I/O nets highlighted:
Bar = 20 µm.
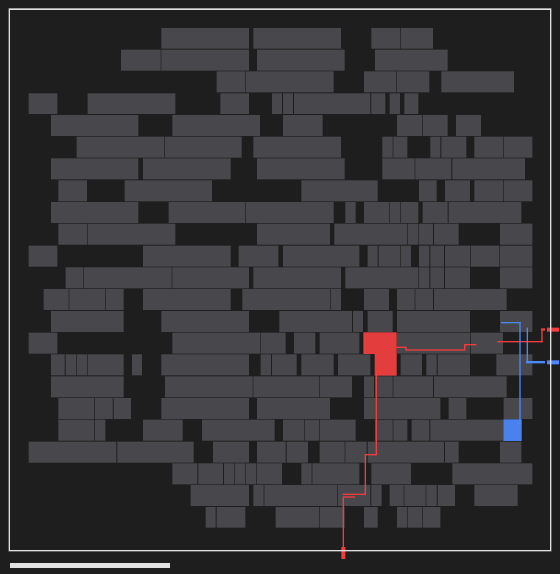
The metal 1 layer:
Supply wires on this layer in gray.
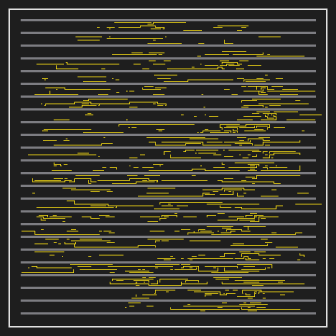
Clock wiring as the flow saved it:
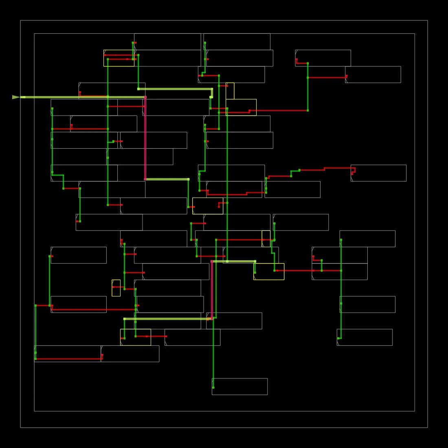
Metal layers overlaid:
Only two layers are drawn.
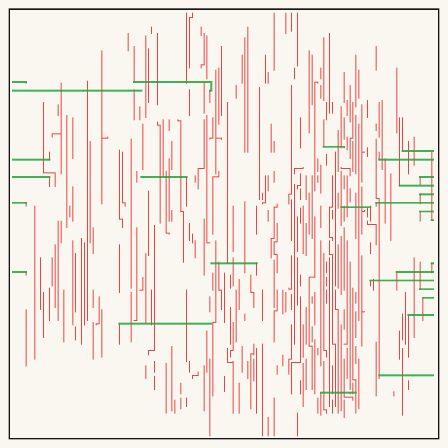
Close-up of the layout:
Bar = 10 µm. Window x 19 to 49, y 19 to 49 µm. Cells in gray, sequential cells in the stronger gray; small squares are vias.
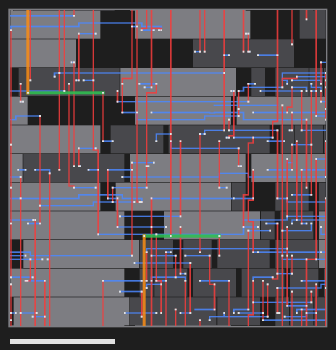
[config.mk]
export PLATFORM = sky130hd
export DESIGN_NAME = pht_access_arbiter_flat
export DESIGN_NICKNAME = d
export VERILOG_FILES = /design/src/rtl/pht_access_arbiter_if.sv /design/src/rtl/pht_access_arbiter.sv /design/src/flat_wrapper.sv
export SDC_FILE = /design/constraint.sdc
export NUM_CORES = 1
export LEC_CHECK = 0
export CORE_MARGIN = 2
export CORE_UTILIZATION = 53
export DETAILED_ROUTE_END_ITERATION = 10
export GPL_TIMING_DRIVEN = 0
export PLACE_DENSITY = 0.78
export SYNTH_ARGS = -nofsm -noshare
export SYNTH_HDL_FRONTEND = slang
export SYNTH_SLANG_ARGS = --single-unit
export TNS_END_PERCENT = 50
[constraint.sdc]
create_clock -name clk -period 2.8 [get_ports clk]
set_input_delay 0.84 -clock clk [delete_from_list [all_inputs] [get_ports clk]]
set_output_delay 0.84 -clock clk [all_outputs]
set_load 0.05 [all_outputs]
[src/rtl/pht_access_arbiter_if.sv]
// pht_access_arbiter_if
//   Bundles the fetch lookup, execute update and table-port signals of the
//   pattern-history-table arbiter.
//   slave  : arbiter side (consumes requests, owns the table port)
//   master : environment side (fetch, execute, table storage)
interface pht_access_arbiter_if #(
  parameter int INDEX_WIDTH = 6
);
  logic                   lookupReq;
  logic [INDEX_WIDTH-1:0] lookupIndex;
  logic                   lookupGrant;
  logic                   lookupValid;
  logic                   lookupTaken;
  logic                   updateValid;
  logic [INDEX_WIDTH-1:0] updateIndex;
  logic                   updateTaken;
  logic                   updateReady;
  logic                   tableWe;
  logic [INDEX_WIDTH-1:0] tableAddr;
  logic [1:0]             tableWdata;
  logic [1:0]             tableRdata;

  modport slave (
    input  lookupReq, lookupIndex, updateValid, updateIndex, updateTaken, tableRdata,
    output lookupGrant, lookupValid, lookupTaken, updateReady, tableWe, tableAddr, tableWdata
  );

  modport master (
    output lookupReq, lookupIndex, updateValid, updateIndex, updateTaken, tableRdata,
    input  lookupGrant, lookupValid, lookupTaken, updateReady, tableWe, tableAddr, tableWdata
  );
endinterface

[src/rtl/pht_access_arbiter.sv]
// pht_access_arbiter
//   Owns the single port of a 2-bit-counter pattern history table and shares
//   it between fetch lookups and read-modify-write updates from execute.
//   After reset the whole table is swept to weak-not-taken (01). Resolved
//   branches wait in a small FIFO; an update takes two cycles (read, then
//   write of the saturated counter). Lookups win unless the queue is full or
//   lookups have been granted STARVE_LIMIT times in a row with work pending.
// Ports
//   clk  : clock, rising edge
//   rst  : asynchronous active-low reset
//   bus  : pht_access_arbiter_if.slave (lookup, update and table signals)
module pht_access_arbiter #(
  parameter int INDEX_WIDTH  = 6,
  parameter int QUEUE_DEPTH  = 4,
  parameter int STARVE_LIMIT = 3
) (
  input  logic                  clk,
  input  logic                  rst,
  pht_access_arbiter_if.slave   bus
);

  localparam int PW = (QUEUE_DEPTH > 1) ? $clog2(QUEUE_DEPTH) : 1;
  localparam int CW = PW + 1;
  localparam int SW = (STARVE_LIMIT < 1) ? 1 : $clog2(STARVE_LIMIT + 1);

  typedef enum logic [1:0] {S_INIT, S_IDLE, S_WRITE} state_t;

  typedef struct packed {
    logic [INDEX_WIDTH-1:0] idx;
    logic                   taken;
  } upd_t;

  state_t                 r_state, w_state_nxt;
  logic [INDEX_WIDTH-1:0] r_init_cnt;
  upd_t                   r_q [QUEUE_DEPTH];
  logic [PW-1:0]          r_wr_ptr, r_rd_ptr;
  logic [CW-1:0]          r_count;
  logic [SW-1:0]          r_starve;
  logic                   r_lookup_valid;

  logic                   w_empty, w_full, w_push, w_pop;
  logic                   w_sel_upd, w_want_upd;
  logic                   w_we, w_grant;
  logic [INDEX_WIDTH-1:0] w_addr;
  logic [1:0]             w_wdata, w_sat;
  upd_t                   w_head;

  assign w_empty = (r_count == '0);
  assign w_full  = (r_count == CW'(QUEUE_DEPTH));
  assign w_head  = r_q[r_rd_ptr];
  assign w_push  = bus.updateValid & ~w_full;

  // Updates bypass pending lookups when the queue is full or lookups have
  // been favoured long enough.
  assign w_want_upd = ~w_empty &
                      (~bus.lookupReq | w_full | (r_starve == SW'(STARVE_LIMIT)));

  // 2-bit saturating counter step for the queue head.
  always_comb begin
    w_sat = bus.tableRdata;
    if (w_head.taken) begin
      if (bus.tableRdata != 2'b11) w_sat = bus.tableRdata + 2'b01;
    end else begin
      if (bus.tableRdata != 2'b00) w_sat = bus.tableRdata - 2'b01;
    end
  end

  always_comb begin
    w_state_nxt = r_state;
    w_we        = 1'b0;
    w_addr      = bus.lookupIndex;
    w_wdata     = 2'b00;
    w_grant     = 1'b0;
    w_pop       = 1'b0;
    w_sel_upd   = 1'b0;
    case (r_state)
      S_INIT: begin
        w_we    = 1'b1;
        w_addr  = r_init_cnt;
        w_wdata = 2'b01;
        if (r_init_cnt == '1) w_state_nxt = S_IDLE;
      end
      S_IDLE: begin
        if (w_want_upd) begin
          w_sel_upd   = 1'b1;
          w_addr      = w_head.idx;
          w_state_nxt = S_WRITE;
        end else if (bus.lookupReq) begin
          w_grant = 1'b1;
        end
      end
      S_WRITE: begin
        w_we        = 1'b1;
        w_addr      = w_head.idx;
        w_wdata     = w_sat;
        w_pop       = 1'b1;
        w_state_nxt = S_IDLE;
      end
      default: w_state_nxt = S_INIT;
    endcase
  end

  // Outputs are forced quiet while reset is held, independent of state.
  assign bus.tableWe     = rst & w_we;
  assign bus.tableAddr   = rst ? w_addr  : '0;
  assign bus.tableWdata  = rst ? w_wdata : 2'b00;
  assign bus.lookupGrant = rst & w_grant;
  assign bus.updateReady = ~rst | ~w_full;
  assign bus.lookupValid = r_lookup_valid;
  assign bus.lookupTaken = r_lookup_valid & bus.tableRdata[1];

  always_ff @(posedge clk or negedge rst) begin
    if (!rst) begin
      r_state        <= S_INIT;
      r_init_cnt     <= '0;
      r_wr_ptr       <= '0;
      r_rd_ptr       <= '0;
      r_count        <= '0;
      r_starve       <= '0;
      r_lookup_valid <= 1'b0;
    end else begin
      r_state        <= w_state_nxt;
      r_lookup_valid <= w_grant;
      if (r_state == S_INIT) r_init_cnt <= r_init_cnt + 1'b1;
      if (w_push) r_wr_ptr <= r_wr_ptr + 1'b1;
      if (w_pop)  r_rd_ptr <= r_rd_ptr + 1'b1;
      case ({w_push, w_pop})
        2'b10:   r_count <= r_count + 1'b1;
        2'b01:   r_count <= r_count - 1'b1;
        default: r_count <= r_count;
      endcase
      if (w_empty || w_sel_upd)
        r_starve <= '0;
      else if (w_grant && (r_starve != SW'(STARVE_LIMIT)))
        r_starve <= r_starve + 1'b1;
    end
  end

  // Queue storage needs no reset; the pointers define what is valid.
  always_ff @(posedge clk) begin
    if (w_push) r_q[r_wr_ptr] <= '{idx: bus.updateIndex, taken: bus.updateTaken};
  end

endmodule

[src/flat_wrapper.sv]
// flat-port wrapper written by rule: the top's interface ports become plain ports
module pht_access_arbiter_flat 
#(
  parameter int INDEX_WIDTH  = 6,
  parameter int QUEUE_DEPTH  = 4,
  parameter int STARVE_LIMIT = 3
)
  (clk, rst, bus_lookupReq, bus_lookupIndex, bus_updateValid, bus_updateIndex, bus_updateTaken, bus_tableRdata, bus_lookupGrant, bus_lookupValid, bus_lookupTaken, bus_updateReady, bus_tableWe, bus_tableAddr, bus_tableWdata);
  pht_access_arbiter_if #(.INDEX_WIDTH(INDEX_WIDTH)) bus_i ();
  input  logic clk;
  input  logic rst;
  input wire logic [$bits(bus_i.lookupReq)-1:0] bus_lookupReq;
  input wire logic [$bits(bus_i.lookupIndex)-1:0] bus_lookupIndex;
  input wire logic [$bits(bus_i.updateValid)-1:0] bus_updateValid;
  input wire logic [$bits(bus_i.updateIndex)-1:0] bus_updateIndex;
  input wire logic [$bits(bus_i.updateTaken)-1:0] bus_updateTaken;
  input wire logic [$bits(bus_i.tableRdata)-1:0] bus_tableRdata;
  output wire logic [$bits(bus_i.lookupGrant)-1:0] bus_lookupGrant;
  output wire logic [$bits(bus_i.lookupValid)-1:0] bus_lookupValid;
  output wire logic [$bits(bus_i.lookupTaken)-1:0] bus_lookupTaken;
  output wire logic [$bits(bus_i.updateReady)-1:0] bus_updateReady;
  output wire logic [$bits(bus_i.tableWe)-1:0] bus_tableWe;
  output wire logic [$bits(bus_i.tableAddr)-1:0] bus_tableAddr;
  output wire logic [$bits(bus_i.tableWdata)-1:0] bus_tableWdata;
  assign bus_i.lookupReq = bus_lookupReq;
  assign bus_i.lookupIndex = bus_lookupIndex;
  assign bus_i.updateValid = bus_updateValid;
  assign bus_i.updateIndex = bus_updateIndex;
  assign bus_i.updateTaken = bus_updateTaken;
  assign bus_i.tableRdata = bus_tableRdata;
  assign bus_lookupGrant = bus_i.lookupGrant;
  assign bus_lookupValid = bus_i.lookupValid;
  assign bus_lookupTaken = bus_i.lookupTaken;
  assign bus_updateReady = bus_i.updateReady;
  assign bus_tableWe = bus_i.tableWe;
  assign bus_tableAddr = bus_i.tableAddr;
  assign bus_tableWdata = bus_i.tableWdata;
  pht_access_arbiter #(.INDEX_WIDTH(INDEX_WIDTH), .QUEUE_DEPTH(QUEUE_DEPTH), .STARVE_LIMIT(STARVE_LIMIT)) u_core (.clk(clk), .rst(rst), .bus(bus_i));
endmodule
==> run summary <==
status = finished clean
Reg2Reg Setup Slack = 0.66 ns
Synth Area per Inst = 14.0 µm²
global-route wire length before repair = 6240 µm
CTS sink cnt = 46
Reg clk slew, reported paths = 0.08 ns
die y size = 67.5 µm
Yosys top cell by area = edfxtp_1
Crit path top cell by count = buf_6
Logic cell area = 851 µm²
Min Hold Slack = 0.323 ns
Clock Path Buffers = 2
most numerous logic cell after layout = edfxtp_1
post-route antenna net violation count = 0
post-DP HPWL = 2880 µm
Die Wd = 67.5 µm
Power Density = 607 mW/mm²
tool warnings = 32
crit start category = flip-flop
crit path DAT = 1.92 ns
yosys stat area = 0.00213 mm²
critical path depth = 5
routed length on met2 = 2160 µm
DP Worst Slack = -1.96 ns
sequence of cells on the critical path = buf_6, mux4_2, maj3_2, o21a_1, buf_6
M1 WL = 1680 µm
drt pass-1 iters = 5
register area = 0.00129 mm²
Max Slew Vio Count = 0
Seq/total area = 47.1%
Layout Utilization = 69.7%
Comb area share = 31.0%
Largest register FFs = 28
overall power = 1.67 mW
Max H-tree Level = 2
R2R cell count = 9
## Picture notes: 'I/O nets highlighted'
port	color	bits	direction	edge	end cells	buffers	wire
bus_tableWdata	red	2	output	1 bottom, 1 right	2	2	45.5 µm
bus_lookupTaken	blue	1	output	right	1	1	21.2 µm

## Picture notes: 'the metal 1 layer'
main direction	horizontal
longest straight run	17.9 µm
Vias: 1,356
Routed WL: 4030 µm
GR Util met1: 22.9%

## Picture notes: 'clock wiring as the flow saved it'
Setup Skew: 0.00720 ns
CLK BUF: 5
P_clk: 0.371 mW

## Picture notes: 'metal layers overlaid'
layer	color	wire length
met3	green	160 µm
met2	red	2,160 µm
drt wl/cell: 16.5 µm
GRT Resource Usage Total: 19.3%

## Picture notes: 'close-up of the layout'
layer	color
met2	red
met1	blue
met3	green
met4	orange
most frequent	edfxtp_1 (12)
sequential cells in the window	16
cells with their middle in the window	44
netlist names of flops here include	u_core.r_q (12), u_core.r_init_cnt (2)

## what timing repair did
item	4_1_cts	5_1_grt
buffers inserted	1	2
cloned	0	1
hold endpoints to repair	0	0
resized	76	27
setup endpoints to repair	12	9
pin swaps	4	5
## cell families (layout without fill, tap and decap cells)
group | Yosys count | in the layout | share of synthesized area, %
mux | 9 | 9 | 9.44
flops | 46 | 46 | 60.5
xor+xnor | 11 | 11 | 4.51
compound gates | 23 | 23 | 7.33
buf+inv | 19 | 61 | 3.69
fa+ha+maj | 10 | 10 | 6.10
simple gates | 34 | 34 | 8.44
## power by group
part / internal [mW] / switching [mW] / leakage, nW
logic: 0.159 / 0.213 / 0.565
registers: 0.850 / 0.0741 / 0.486
clock network: 0.167 / 0.204 / 0.0407
total: 1.18 / 0.491 / 1.09
Power figures rest on the tool's default switching activity, not on a simulated workload.
